[config.mk]
export PLATFORM = sky130hd
export DESIGN_NAME = pc_fetch_unit_flat
export DESIGN_NICKNAME = d
export VERILOG_FILES = /design/src/rtl/pc_fetch_unit_pkg.sv /design/src/rtl/pc_fetch_unit_if.sv /design/src/rtl/pc_target_mux.sv /design/src/rtl/pc_fetch_unit.sv /design/src/flat_wrapper.sv
export SDC_FILE = /design/constraint.sdc
export NUM_CORES = 1
export LEC_CHECK = 0
export CORE_ASPECT_RATIO = 1.25
export CORE_UTILIZATION = 41
export DETAILED_ROUTE_END_ITERATION = 10
export GPL_TIMING_DRIVEN = 1
export PLACE_DENSITY_LB_ADDON = 0.2
export SLEW_MARGIN = 20
export SYNTH_ARGS = -nofsm -noshare
export SYNTH_HDL_FRONTEND = slang
export SYNTH_HIERARCHICAL = 1
export SYNTH_SLANG_ARGS = --single-unit
[constraint.sdc]
create_clock -name clk -period 2.2 [get_ports clk]
set_input_delay 0.44 -clock clk [delete_from_list [all_inputs] [get_ports clk]]
set_output_delay 0.44 -clock clk [all_outputs]
set_load 0.02 [all_outputs]
[src/rtl/pc_fetch_unit_pkg.sv]
// Shared definitions for the PC fetch unit: FSM state encoding, PC increment
// and the J/JAL target formation helper.
package pc_fetch_unit_pkg;

  typedef enum logic [1:0] {
    ST_BOOT     = 2'd0,
    ST_FETCH    = 2'd1,
    ST_REDIRECT = 2'd2
  } fetch_state_e;

  localparam logic [31:0] PC_INCR = 32'd4;

  function automatic logic [31:0] jump_target(input logic [31:0] pc_plus4,
                                              input logic [25:0] index);
    return {pc_plus4[31:28], index, 2'b00};
  endfunction

endpackage

[src/rtl/pc_fetch_unit_if.sv]
// Instruction-memory fetch bus between the PC fetch unit (master) and the
// instruction memory (slave).
interface pc_fetch_unit_if;
  logic [31:0] pc;
  logic [31:0] pc_plus4;
  logic        imem_req;
  logic        imem_ack;
  logic        fetch_valid;

  modport master (output pc, pc_plus4, imem_req, fetch_valid, input imem_ack);
  modport slave  (input pc, pc_plus4, imem_req, fetch_valid, output imem_ack);
endinterface

[src/rtl/pc_target_mux.sv]
// Priority select of the redirect target (jr > jump > branch) and detection of
// a target whose low two address bits are nonzero.
module pc_target_mux
  import pc_fetch_unit_pkg::*;
(
  input  logic [31:0] pc_plus4_i,
  input  logic        branch_taken_i,
  input  logic [31:0] branch_base_i,
  input  logic [31:0] branch_offset_i,
  input  logic        jump_i,
  input  logic [25:0] jump_index_i,
  input  logic        jr_i,
  input  logic [31:0] jr_target_i,
  output logic        redirect_o,
  output logic [31:0] target_o,
  output logic        misaligned_o
);

  logic [31:0] branch_sum;

  // Wraps modulo 2^32; overflow is deliberately not reported.
  assign branch_sum = branch_base_i + branch_offset_i;

  always_comb begin
    redirect_o   = 1'b0;
    target_o     = '0;
    misaligned_o = 1'b0;
    if (jr_i) begin
      redirect_o   = 1'b1;
      target_o     = {jr_target_i[31:2], 2'b00};
      misaligned_o = (jr_target_i[1:0] != 2'b00);
    end else if (jump_i) begin
      redirect_o   = 1'b1;
      target_o     = jump_target(pc_plus4_i, jump_index_i);
    end else if (branch_taken_i) begin
      redirect_o   = 1'b1;
      target_o     = branch_sum;
      misaligned_o = (branch_sum[1:0] != 2'b00);
    end
  end

endmodule

[src/rtl/pc_fetch_unit.sv]
// Program-counter fetch unit: BOOT/FETCH/REDIRECT control, sequential PC
// advance, redirect handling with one-cycle flush, and sticky misalignment.
module pc_fetch_unit
  import pc_fetch_unit_pkg::*;
#(
  parameter logic [31:0] RESET_PC = 32'h0000_0000
) (
  input  logic                  clk,
  input  logic                  rst,
  input  logic                  stall_i,
  input  logic                  branch_taken_i,
  input  logic [31:0]           branch_base_i,
  input  logic [31:0]           branch_offset_i,
  input  logic                  jump_i,
  input  logic [25:0]           jump_index_i,
  input  logic                  jr_i,
  input  logic [31:0]           jr_target_i,
  pc_fetch_unit_if.master       imem,
  output logic                  flush_o,
  output logic                  misaligned_o
);

  fetch_state_e state_q, state_d;
  logic [31:0]  pc_q, pc_d;
  logic         flush_q, flush_d;
  logic         misaligned_q, misaligned_d;

  logic [31:0]  pc_plus4;
  logic         req;
  logic         fetch_valid;
  logic         redirect;
  logic [31:0]  target;
  logic         target_misaligned;

  assign pc_plus4    = pc_q + PC_INCR;
  assign req         = (state_q == ST_FETCH) && !stall_i;
  assign fetch_valid = req && imem.imem_ack;

  pc_target_mux u_target_mux (
    .pc_plus4_i      (pc_plus4),
    .branch_taken_i  (branch_taken_i),
    .branch_base_i   (branch_base_i),
    .branch_offset_i (branch_offset_i),
    .jump_i          (jump_i),
    .jump_index_i    (jump_index_i),
    .jr_i            (jr_i),
    .jr_target_i     (jr_target_i),
    .redirect_o      (redirect),
    .target_o        (target),
    .misaligned_o    (target_misaligned)
  );

  // A redirect wins over stall and over the sequential advance; the fetch
  // completing in the same cycle is still reported for the old pc.
  always_comb begin
    state_d      = state_q;
    pc_d         = pc_q;
    flush_d      = 1'b0;
    misaligned_d = misaligned_q;
    case (state_q)
      ST_BOOT: state_d = ST_FETCH;
      ST_FETCH, ST_REDIRECT: begin
        if (redirect) begin
          state_d      = ST_REDIRECT;
          pc_d         = target;
          flush_d      = 1'b1;
          misaligned_d = misaligned_q | target_misaligned;
        end else begin
          state_d = ST_FETCH;
          if (fetch_valid) pc_d = pc_plus4;
        end
      end
      default: state_d = ST_BOOT;
    endcase
  end

  always_ff @(posedge clk or posedge rst) begin
    if (rst) begin
      state_q      <= ST_BOOT;
      pc_q         <= RESET_PC;
      flush_q      <= 1'b0;
      misaligned_q <= 1'b0;
    end else begin
      state_q      <= state_d;
      pc_q         <= pc_d;
      flush_q      <= flush_d;
      misaligned_q <= misaligned_d;
    end
  end

  assign imem.pc          = pc_q;
  assign imem.pc_plus4    = pc_plus4;
  assign imem.imem_req    = req;
  assign imem.fetch_valid = fetch_valid;
  assign flush_o          = flush_q;
  assign misaligned_o     = misaligned_q;

endmodule

[src/flat_wrapper.sv]
// flat-port wrapper written by rule: the top's interface ports become plain ports
module pc_fetch_unit_flat import pc_fetch_unit_pkg::*;
#(
  parameter logic [31:0] RESET_PC = 32'h0000_0000
)
  (clk, rst, stall_i, branch_taken_i, branch_base_i, branch_offset_i, jump_i, jump_index_i, jr_i, jr_target_i, flush_o, misaligned_o, imem_pc, imem_pc_plus4, imem_imem_req, imem_fetch_valid, imem_imem_ack);
  pc_fetch_unit_if imem_i ();
  input  logic clk;
  input  logic rst;
  input  logic stall_i;
  input  logic branch_taken_i;
  input  logic [31:0] branch_base_i;
  input  logic [31:0] branch_offset_i;
  input  logic jump_i;
  input  logic [25:0] jump_index_i;
  input  logic jr_i;
  input  logic [31:0] jr_target_i;
  output logic flush_o;
  output logic misaligned_o;
  output wire logic [$bits(imem_i.pc)-1:0] imem_pc;
  output wire logic [$bits(imem_i.pc_plus4)-1:0] imem_pc_plus4;
  output wire logic [$bits(imem_i.imem_req)-1:0] imem_imem_req;
  output wire logic [$bits(imem_i.fetch_valid)-1:0] imem_fetch_valid;
  input wire logic [$bits(imem_i.imem_ack)-1:0] imem_imem_ack;
  assign imem_pc = imem_i.pc;
  assign imem_pc_plus4 = imem_i.pc_plus4;
  assign imem_imem_req = imem_i.imem_req;
  assign imem_fetch_valid = imem_i.fetch_valid;
  assign imem_i.imem_ack = imem_imem_ack;
  pc_fetch_unit #(.RESET_PC(RESET_PC)) u_core (.clk(clk), .rst(rst), .stall_i(stall_i), .branch_taken_i(branch_taken_i), .branch_base_i(branch_base_i), .branch_offset_i(branch_offset_i), .jump_i(jump_i), .jump_index_i(jump_index_i), .jr_i(jr_i), .jr_target_i(jr_target_i), .imem(imem_i), .flush_o(flush_o), .misaligned_o(misaligned_o));
endmodule
io_placement.png
Drawn at 4 px/um. Pins as bars across the die edge, other pins in gray.
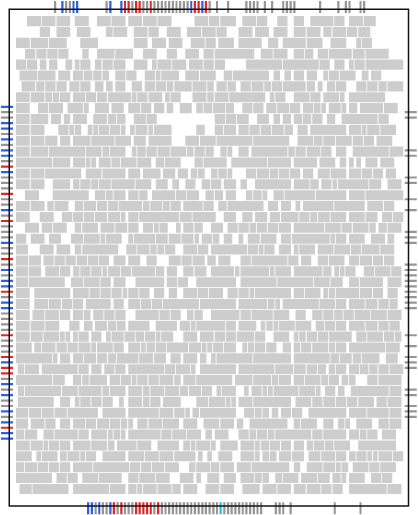
`imem_fetch_valid`: shown in cyan, pins 1, direction output, edge bottom. `branch_base_i`: shown in blue, pins 32, direction input, edge 21 left, 7 top, 4 bottom. `jump_index_i`: shown in red, pins 26, direction input, edge 10 left, 8 bottom, 8 top.
All pins by edge: 62 left, 54 bottom, 51 top, 30 right.

congestion.png
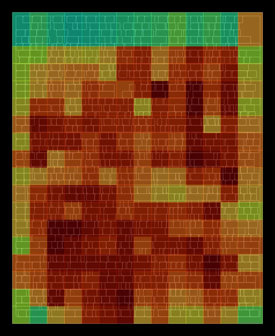
final core utilization: 88.72%
Total Routing Usage GR: 38.57%

placement_by_type.png
Drawn at 3 px/um.
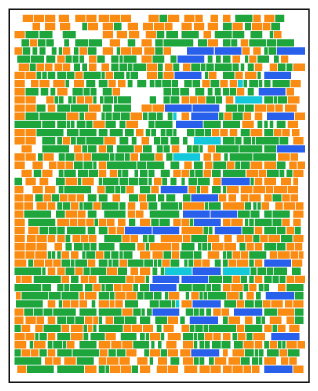
remaining buffers and delay cells: shown in orange, cells 471, share of their area 41%. combinational and other logic: shown in green, cells 570, share of their area 48%. clock drivers and dummy loads: shown in cyan, cells 8, share of their area 1.4%. sequential cells: shown in blue, cells 35, share of their area 8.8%.

detail.png
Region (37, 25) to (62, 50) um. Cells in gray, sequential cells in the stronger gray; small squares are vias.
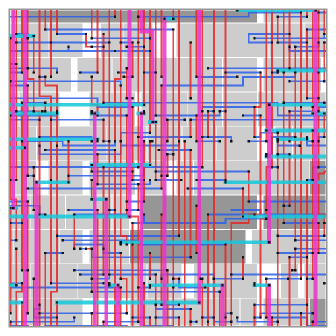
metal 4: shown in magenta. metal 2: shown in red. metal 3: shown in cyan. metal 1: shown in blue.
Sequential cells in the window: 3. Most frequent: buf_4 (11), clkdlybuf4s50_1 (8), inv_1 (5). 58 logic cells have their middle in the window.

logic_types.png
Drawn at 2 px/um.
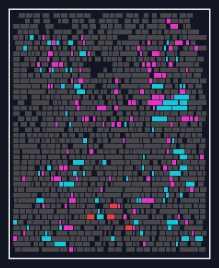
mux cells: shown in red, cells 4, where bottom center. nand cells: shown in magenta, cells 102, where spread over the die. nor cells: shown in cyan, cells 73, where spread over the die.
non-filler instance count after layout: 1,245
Comb/total area: 46.35%
commonest non-fill, non-tap cell in the layout: buf_4

==> run notes <==
fresh numbers from the pnr run: status=finished with violations, failing checks=setup timing, hpwl dp=~16,000 um, CTS root buf=clkbuf_16, top cells by count=59 x a21oi_1, 51 x nand2_1, 50 x o21ai_0, Top Consumer=combinational cells, final worst slack=-0.9871 ns, DIE HEIGHT=between 100 and 150 um, HP Start=u_core/misaligned_o, WL/cell=22.89 um, H-tree level count=2, Inverters=30, CP Cell Sequence=buf_6, ha_4, inv_2, fa_2, nand2b_4, a21oi_4, o21a_1, o31ai_4, nand2_2, a221o_1, a21oi_2, buf_4, xor2_1, o21ai_1, and3_1, a21oi_2, nand3_1, setup tns final=-21.84 ns, die area=12,310 um^2, fmax=0.3138 GHz, CP max stage cell=o31ai_4, syn avg cell area=~7.4 um^2, Worst Path Buf+Inv=3, total power=roughly 9.4 mW, Clock Latency Late Sink=0.29 ns, Synth top cell by count=a21oi_1, Final Setup Violations=50, Clock Sink Count=35, Flops=35, Largest register FFs=32, Seq share, synth=17.99%, worst path required time=2.36 ns, Net Sw Frac=47.05%, Yosys Instances=654, post-route cell area=10,310 um^2, fa+ha+maj area frac=9.409%, delay-heaviest family, CP=AND-OR/OR-AND gates, Worst Setup SP=branch_base_i[0], clk_skew=around 0.0092 ns
Power is estimated from default activity; no workload was simulated.
